### src/rtl/spi_command_queue.sv
// spi_command_queue
//   Buffers SPI transfer commands from the fabric and launches them on a
//   quick_spi master, one at a time, collecting each received word into a
//   response FIFO.  A response slot is reserved before every launch, so the
//   unstallable data_valid strobe from quick_spi always finds room.
//
// Ports
//   clk_i, rst_ni          clock shared with quick_spi; async active-low reset
//   cmd_valid_i/_ready_o   command handshake, cmd_num_data_i / cmd_data_i payload
//   resp_valid_o/_ready_i  response handshake, resp_data_o payload (FIFO head)
//   spi_request_o          to quick_spi.request_i
//   spi_num_data_o         to quick_spi.num_data_i (head command)
//   spi_data_o             to quick_spi.data_i (head command)
//   spi_data_i             from quick_spi.data_o
//   spi_data_valid_i       from quick_spi.data_valid_o
//   spi_cs_n_i             from quick_spi.cs_n_o; its falling edge acknowledges a launch
//   busy_o                 transfer in progress or commands still queued
//
// Handshake rule for both streams: a transfer happens on a rising clock edge
// where valid and ready are both high.  Ready/valid come only from registered
// FIFO counts, so a full FIFO reports not-ready even in a cycle where it is
// being read, and an empty one reports not-valid even while being written.
module spi_command_queue #(
    parameter  int MAX_DATA_LENGTH = 16,
    parameter  int NUM_DEVICES     = 1,
    parameter  int CMD_DEPTH       = 4,
    parameter  int RESP_DEPTH      = 4,
    localparam int NUM_DATA_WIDTH  = $clog2(MAX_DATA_LENGTH),
    localparam int W               = MAX_DATA_LENGTH * NUM_DEVICES
) (
    input  logic                      clk_i,
    input  logic                      rst_ni,
    input  logic                      cmd_valid_i,
    output logic                      cmd_ready_o,
    input  logic [NUM_DATA_WIDTH-1:0] cmd_num_data_i,
    input  logic [W-1:0]              cmd_data_i,
    output logic                      resp_valid_o,
    input  logic                      resp_ready_i,
    output logic [W-1:0]              resp_data_o,
    output logic                      spi_request_o,
    output logic [NUM_DATA_WIDTH-1:0] spi_num_data_o,
    output logic [W-1:0]              spi_data_o,
    input  logic [W-1:0]              spi_data_i,
    input  logic                      spi_data_valid_i,
    input  logic                      spi_cs_n_i,
    output logic                      busy_o
);
    localparam int CAW = $clog2(CMD_DEPTH);
    localparam int CCW = CAW + 1;
    localparam int RAW = $clog2(RESP_DEPTH);
    localparam int RCW = RAW + 1;

    typedef enum logic [1:0] {
        S_IDLE   = 2'd0,
        S_LAUNCH = 2'd1,
        S_ACTIVE = 2'd2
    } state_e;

    state_e state_q, state_d;

    logic [NUM_DATA_WIDTH-1:0] cmd_num_mem  [CMD_DEPTH];
    logic [W-1:0]              cmd_data_mem [CMD_DEPTH];
    logic [CAW-1:0]            cmd_wr_ptr_q, cmd_wr_ptr_d;
    logic [CAW-1:0]            cmd_rd_ptr_q, cmd_rd_ptr_d;
    logic [CCW-1:0]            cmd_count_q, cmd_count_d;

    logic [W-1:0]              resp_mem [RESP_DEPTH];
    logic [RAW-1:0]            resp_wr_ptr_q, resp_wr_ptr_d;
    logic [RAW-1:0]            resp_rd_ptr_q, resp_rd_ptr_d;
    logic [RCW-1:0]            resp_count_q, resp_count_d;

    logic last_cs_n_q;
    logic ready_en_q;   // holds cmd_ready_o low until the first edge after reset

    logic cmd_push, cmd_pop, cmd_empty;
    logic resp_push, resp_pop;
    logic cs_fall, pend, can_launch;

    assign cmd_empty    = (cmd_count_q == '0);
    assign cmd_ready_o  = ready_en_q && (cmd_count_q != CCW'(CMD_DEPTH));
    assign cmd_push     = cmd_valid_i && cmd_ready_o;

    assign resp_valid_o = (resp_count_q != '0);
    assign resp_pop     = resp_valid_o && resp_ready_i;

    assign cs_fall      = !spi_cs_n_i && last_cs_n_q;

    // A transfer already launched (or being launched) owns one response slot.
    // A response leaving the FIFO in the same cycle is deliberately not counted.
    assign pend         = (state_q != S_IDLE);
    assign can_launch   = !cmd_empty && ((resp_count_q + RCW'(pend)) < RCW'(RESP_DEPTH));

    assign busy_o       = pend || !cmd_empty;

    // Heads read as zero when empty so nothing undefined leaks out of reset.
    assign spi_num_data_o = cmd_empty ? '0 : cmd_num_mem[cmd_rd_ptr_q];
    assign spi_data_o     = cmd_empty ? '0 : cmd_data_mem[cmd_rd_ptr_q];
    assign resp_data_o    = resp_valid_o ? resp_mem[resp_rd_ptr_q] : '0;

    // ---------------- sequencer: state register ----------------
    always_ff @(posedge clk_i or negedge rst_ni) begin
        if (!rst_ni) begin
            state_q <= S_IDLE;
        end else begin
            state_q <= state_d;
        end
    end

    // ---------------- sequencer: next state ----------------
    always_comb begin
        state_d = state_q;
        case (state_q)
            S_IDLE:   if (can_launch) state_d = S_LAUNCH;
            S_LAUNCH: if (cs_fall) state_d = S_ACTIVE;
            // Chaining: if another command can go, request during the strobe
            // so quick_spi picks it up without passing through IDLE.
            S_ACTIVE: if (spi_data_valid_i) state_d = can_launch ? S_LAUNCH : S_IDLE;
            default:  state_d = S_IDLE;
        endcase
    end

    // ---------------- sequencer: outputs ----------------
    always_comb begin
        spi_request_o = 1'b0;
        cmd_pop       = 1'b0;
        resp_push     = 1'b0;
        case (state_q)
            S_LAUNCH: begin
                // Held until cs_n falls so a request made while quick_spi is
                // still coming out of its own reset is not lost.
                spi_request_o = 1'b1;
                cmd_pop       = cs_fall;
            end
            S_ACTIVE: begin
                spi_request_o = spi_data_valid_i && can_launch;
                resp_push     = spi_data_valid_i;
            end
            default: ;
        endcase
    end

    // ---------------- FIFO bookkeeping ----------------
    always_comb begin
        cmd_wr_ptr_d  = cmd_wr_ptr_q + CAW'(cmd_push);
        cmd_rd_ptr_d  = cmd_rd_ptr_q + CAW'(cmd_pop);
        cmd_count_d   = cmd_count_q + CCW'(cmd_push) - CCW'(cmd_pop);
        resp_wr_ptr_d = resp_wr_ptr_q + RAW'(resp_push);
        resp_rd_ptr_d = resp_rd_ptr_q + RAW'(resp_pop);
        resp_count_d  = resp_count_q + RCW'(resp_push) - RCW'(resp_pop);
    end

    always_ff @(posedge clk_i or negedge rst_ni) begin
        if (!rst_ni) begin
            cmd_wr_ptr_q  <= '0;
            cmd_rd_ptr_q  <= '0;
            cmd_count_q   <= '0;
            resp_wr_ptr_q <= '0;
            resp_rd_ptr_q <= '0;
            resp_count_q  <= '0;
            last_cs_n_q   <= 1'b1;
            ready_en_q    <= 1'b0;
        end else begin
            cmd_wr_ptr_q  <= cmd_wr_ptr_d;
            cmd_rd_ptr_q  <= cmd_rd_ptr_d;
            cmd_count_q   <= cmd_count_d;
            resp_wr_ptr_q <= resp_wr_ptr_d;
            resp_rd_ptr_q <= resp_rd_ptr_d;
            resp_count_q  <= resp_count_d;
            last_cs_n_q   <= spi_cs_n_i;
            ready_en_q    <= 1'b1;
        end
    end

    // Storage needs no reset: it is only observable through the counts.
    always_ff @(posedge clk_i) begin
        if (cmd_push) begin
            cmd_num_mem[cmd_wr_ptr_q]  <= cmd_num_data_i;
            cmd_data_mem[cmd_wr_ptr_q] <= cmd_data_i;
        end
        if (resp_push) begin
            resp_mem[resp_wr_ptr_q] <= spi_data_i;
        end
    end

endmodule

### config.mk
export PLATFORM = sky130hd
export DESIGN_NAME = spi_command_queue
export DESIGN_NICKNAME = d
export VERILOG_FILES = /design/src/rtl/spi_command_queue.sv
export SDC_FILE = /design/constraint.sdc
export NUM_CORES = 1
export LEC_CHECK = 0
export CORE_MARGIN = 3
export CORE_UTILIZATION = 45
export DETAILED_ROUTE_END_ITERATION = 8
export GPL_TIMING_DRIVEN = 1
export PLACE_DENSITY = 0.67
export SYNTH_ARGS = -nofsm -noshare
export SYNTH_HDL_FRONTEND = slang
export SYNTH_SLANG_ARGS = --single-unit
### constraint.sdc
create_clock -name clk_i -period 5.9 [get_ports clk_i]
set_input_delay 0.59 -clock clk_i [delete_from_list [all_inputs] [get_ports clk_i]]
set_output_delay 0.59 -clock clk_i [all_outputs]
set_load 0.005 [all_outputs]
==> images/logic_types.png <==
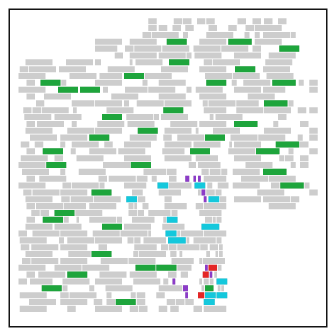
mux cells -> green  # cells 37, most used mux4_2, where spread over the die
non-inverting ao/oa cells -> red  # cells 3, most used o21a_1
nand cells -> purple  # cells 10, most used nand2_1
fa/ha/maj cells -> cyan  # cells 12, most used ha_1

==> images/layer_met3.png <==
Scale bar: 50 µm.
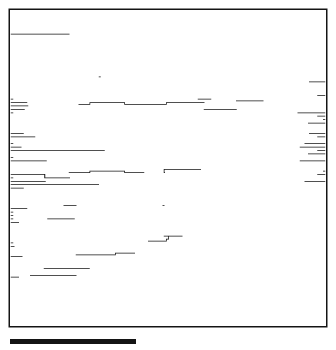
share of all routed wire = 4.6%
nets with wire on the layer = 47
main direction = horizontal
longest straight run = 37.0 µm
vias after detailed routing: 3155
final wirelength: 11.3 mm

==> images/flops_by_reg.png <==
Other sequential cells in the stronger grey, the rest of the logic in the fainter grey.
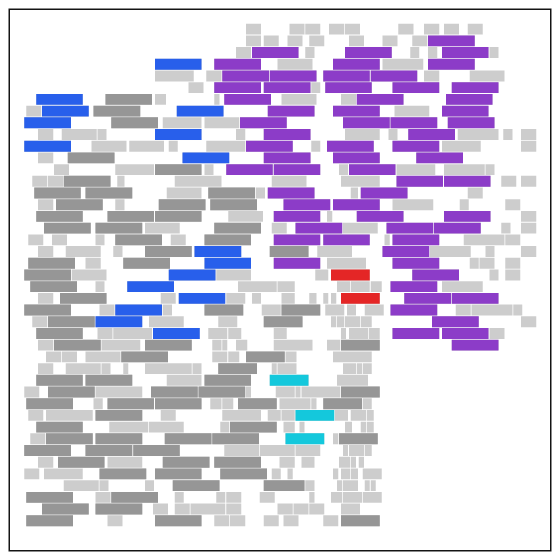
`cmd_count_q` -> cyan  # placed flops 3
`resp_mem` -> purple  # placed flops 64
`cmd_num_mem` -> blue  # placed flops 16
`resp_wr_ptr_q` -> red  # placed flops 2
not coloured = 77
Final Util: 58.0%
Seq/total area: 59.1%
register area: 4780 µm²
sequential power: 1.56 mW

==> images/layer_met2.png <==
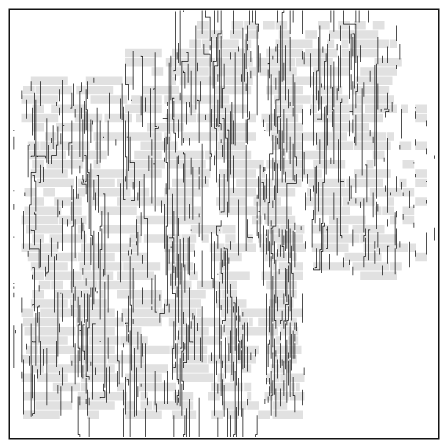
main direction = vertical
nets with wire on the layer = 420
wire length on this layer = 5930 µm
share of all routed wire = 52%
GR Layer Usage met2: 26.4%

==> images/congestion.png <==
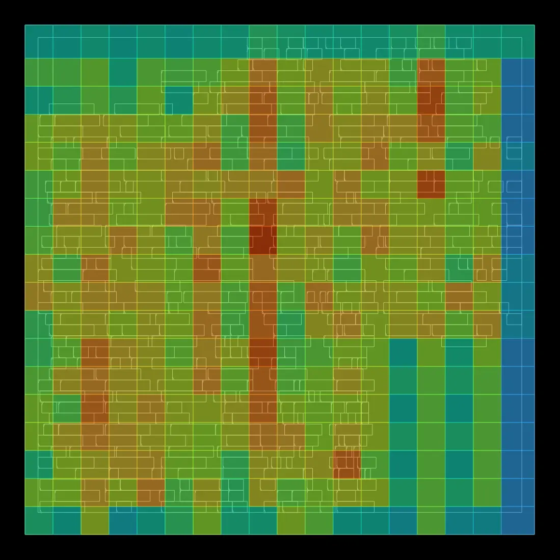
total track usage: 15.6%
WL per Instance: 18.7 µm
met1 GRT Util: 19.2%
met3 Usage GRT: 5.13%
most used routing layer in global routing: met2

==> results.yml <==
# physical design summary
timing:
  slew_viol_final: 0
  fin_skew_ns: 0.00850
  setup_slack_ns: 2.61
  min_period_over_period_pct: 55.8
  tns_ns: 0
setup_path:
  worstPathRequired_ns: 5.31
  critical_path_class: "reg2out"
  worstPathMaxFanout: 18
  critPathCaptureType: "output port"
synthesis:
  synth.most_common_cell: "edfxtp_1"
  top_cells_by_count: "144 x edfxtp_1, 28 x mux4_2, 21 x nor2b_1"
  syn-num-nets: 369
  ys.flop_type: "edfxtp_1"
  numSynthFlops: 162
  yosys_warnings: 0
  top_area_cell: "edfxtp_1"
die:
  fp.dieW_um: 125
  core_um2: 13900
  die_area_um2: 15700
  die_h_um: 125
  ioPinCount: 82
place:
  hpwlAfterDp_mm: 6.92
  place.gp.congestion: 0.720
drt:
  detail_route.iter0.violations: 145
  vias_per_cell: 5.23
clocking:
  ctsRootBufferMaster: "clkbuf_16"
  cts_resized: 0
  cts_tree: "done"
  cts_made_buffers: 17
  clock-sinks: 162
final_layout:
  nNetsFinal: 464
  drive_above_1_share_pct: 16.8
pwr:
  p_leak_nw: 2.79
  power_density_nw_per_um2: 475
  internal-power_mw: 2.83
outcome:
  outcome: "finished clean"
worst_hold_path:
  hold_class: "reg2reg"
global_routing:
  grt_pass1_vias: 3451
-- kinds of logic (layout without fill, tap and decap cells) --
logic type	count (synthesis)	in the layout	synth area share (%)
flops	162	162	74.3
simple gates	62	62	5.73
mux	37	37	13.2
buf+inv	22	130	1.85
fa+ha+maj	12	12	2.57
compound gates	10	10	0.993
xor+xnor	9	9	1.23
other cells	1	1	0.0584
-- metrics by stage --
stage               cell area (µm²)  power, mW  hold slack, ns
detailed placement             7470       2.75           0.554
CTS                            8080       3.90           0.562
global placement               7470       2.73           0.534
finish                         8080       3.84           0.558
floorplan                      6420       2.21           0.294
global route                   8080       4.06           0.575
-- flip-flops by register name (all words and copies together), names as in the netlist --
register / cells
resp_count_q: 3
resp_wr_ptr_q: 2
cmd_wr_ptr_q: 2
cmd_rd_ptr_q: 2
state_q: 2
cmd_count_q: 3
resp_rd_ptr_q: 2
cmd_data_mem: 64
last_cs_n_q: 1
resp_mem: 64
ready_en_q: 1
cmd_num_mem: 16
-- power by group through the flow --
| stage | Sequential [mW] | Combinational, mW | Clock, mW |
|---|---|---|---|
| 3_5_place_dp | 1.59 | 1.16 | 0 |
| 3_3_place_gp | 1.59 | 1.14 | 0 |
| 5_1_grt | 1.59 | 1.26 | 1.21 |
| 4_1_cts | 1.57 | 1.17 | 1.16 |
| 2_1_floorplan | 1.48 | 0.724 | 0 |
| 6_report | 1.56 | 1.14 | 1.13 |
-- area by class of cell --
| class | instances | area (µm²) | share of cell area [%] |
|---|---|---|---|
| clock buffers | 18 | 429 | 5.31 |
| clock inverters | 14 | 185 | 2.29 |
| inverters | 10 | 37.5 | 0.464 |
| multi-input cells | 131 | 1570 | 19.4 |
| flip-flops and latches | 162 | 4780 | 59.1 |
| well taps | 180 | 225 | 2.79 |
| repair buffers | 88 | 863 | 10.7 |
-- worst max-delay path: stages (launching register included) --
cell             delay [ns]
dfrtp_1                1.03
mux4_1                 0.65
and2_1                 0.17
clkdlybuf4s50_1        0.44
-- layout by cell type (no fill, tap or decap), drive strengths merged, types with 3 or more instances in the layout --
cell,count
and2,16
buf,7
bufinv,4
clkbuf,18
clkdlybuf4s50,81
clkinv,5
dfrtp,17
edfxtp,144
ha,10
inv,13
mux4,36
nand2,7
nor2,4
nor2b,21
nor3,3
nor3b,4
o21ai,3
xnor2,6
xor2,3
-- layer usage --
metal  part of all wire, %  up-vias
li1                      -     1425
met1                    42     1654
met2                    52       67
met3                   4.6        9
met4                  0.93        0
met5                     0        -
-- final timing paths --
kind,from,to,cells past startpoint,slack (ns)
worst min register to register,resp_wr_ptr_q[1],resp_wr_ptr_q[1],1,0.56
worst min-delay path,resp_wr_ptr_q[1],resp_wr_ptr_q[1],1,0.56
worst max-delay path,resp_rd_ptr_q[0],resp_data_o[3],3,2.61
min in group asynchronous,rst_ni,state_q[1],1,0.68
worst max register to register,resp_count_q[1],resp_count_q[2],7,3.48
max in group asynchronous,rst_ni,resp_count_q[0],1,4.67
Power is estimated from default activity; no workload was simulated.
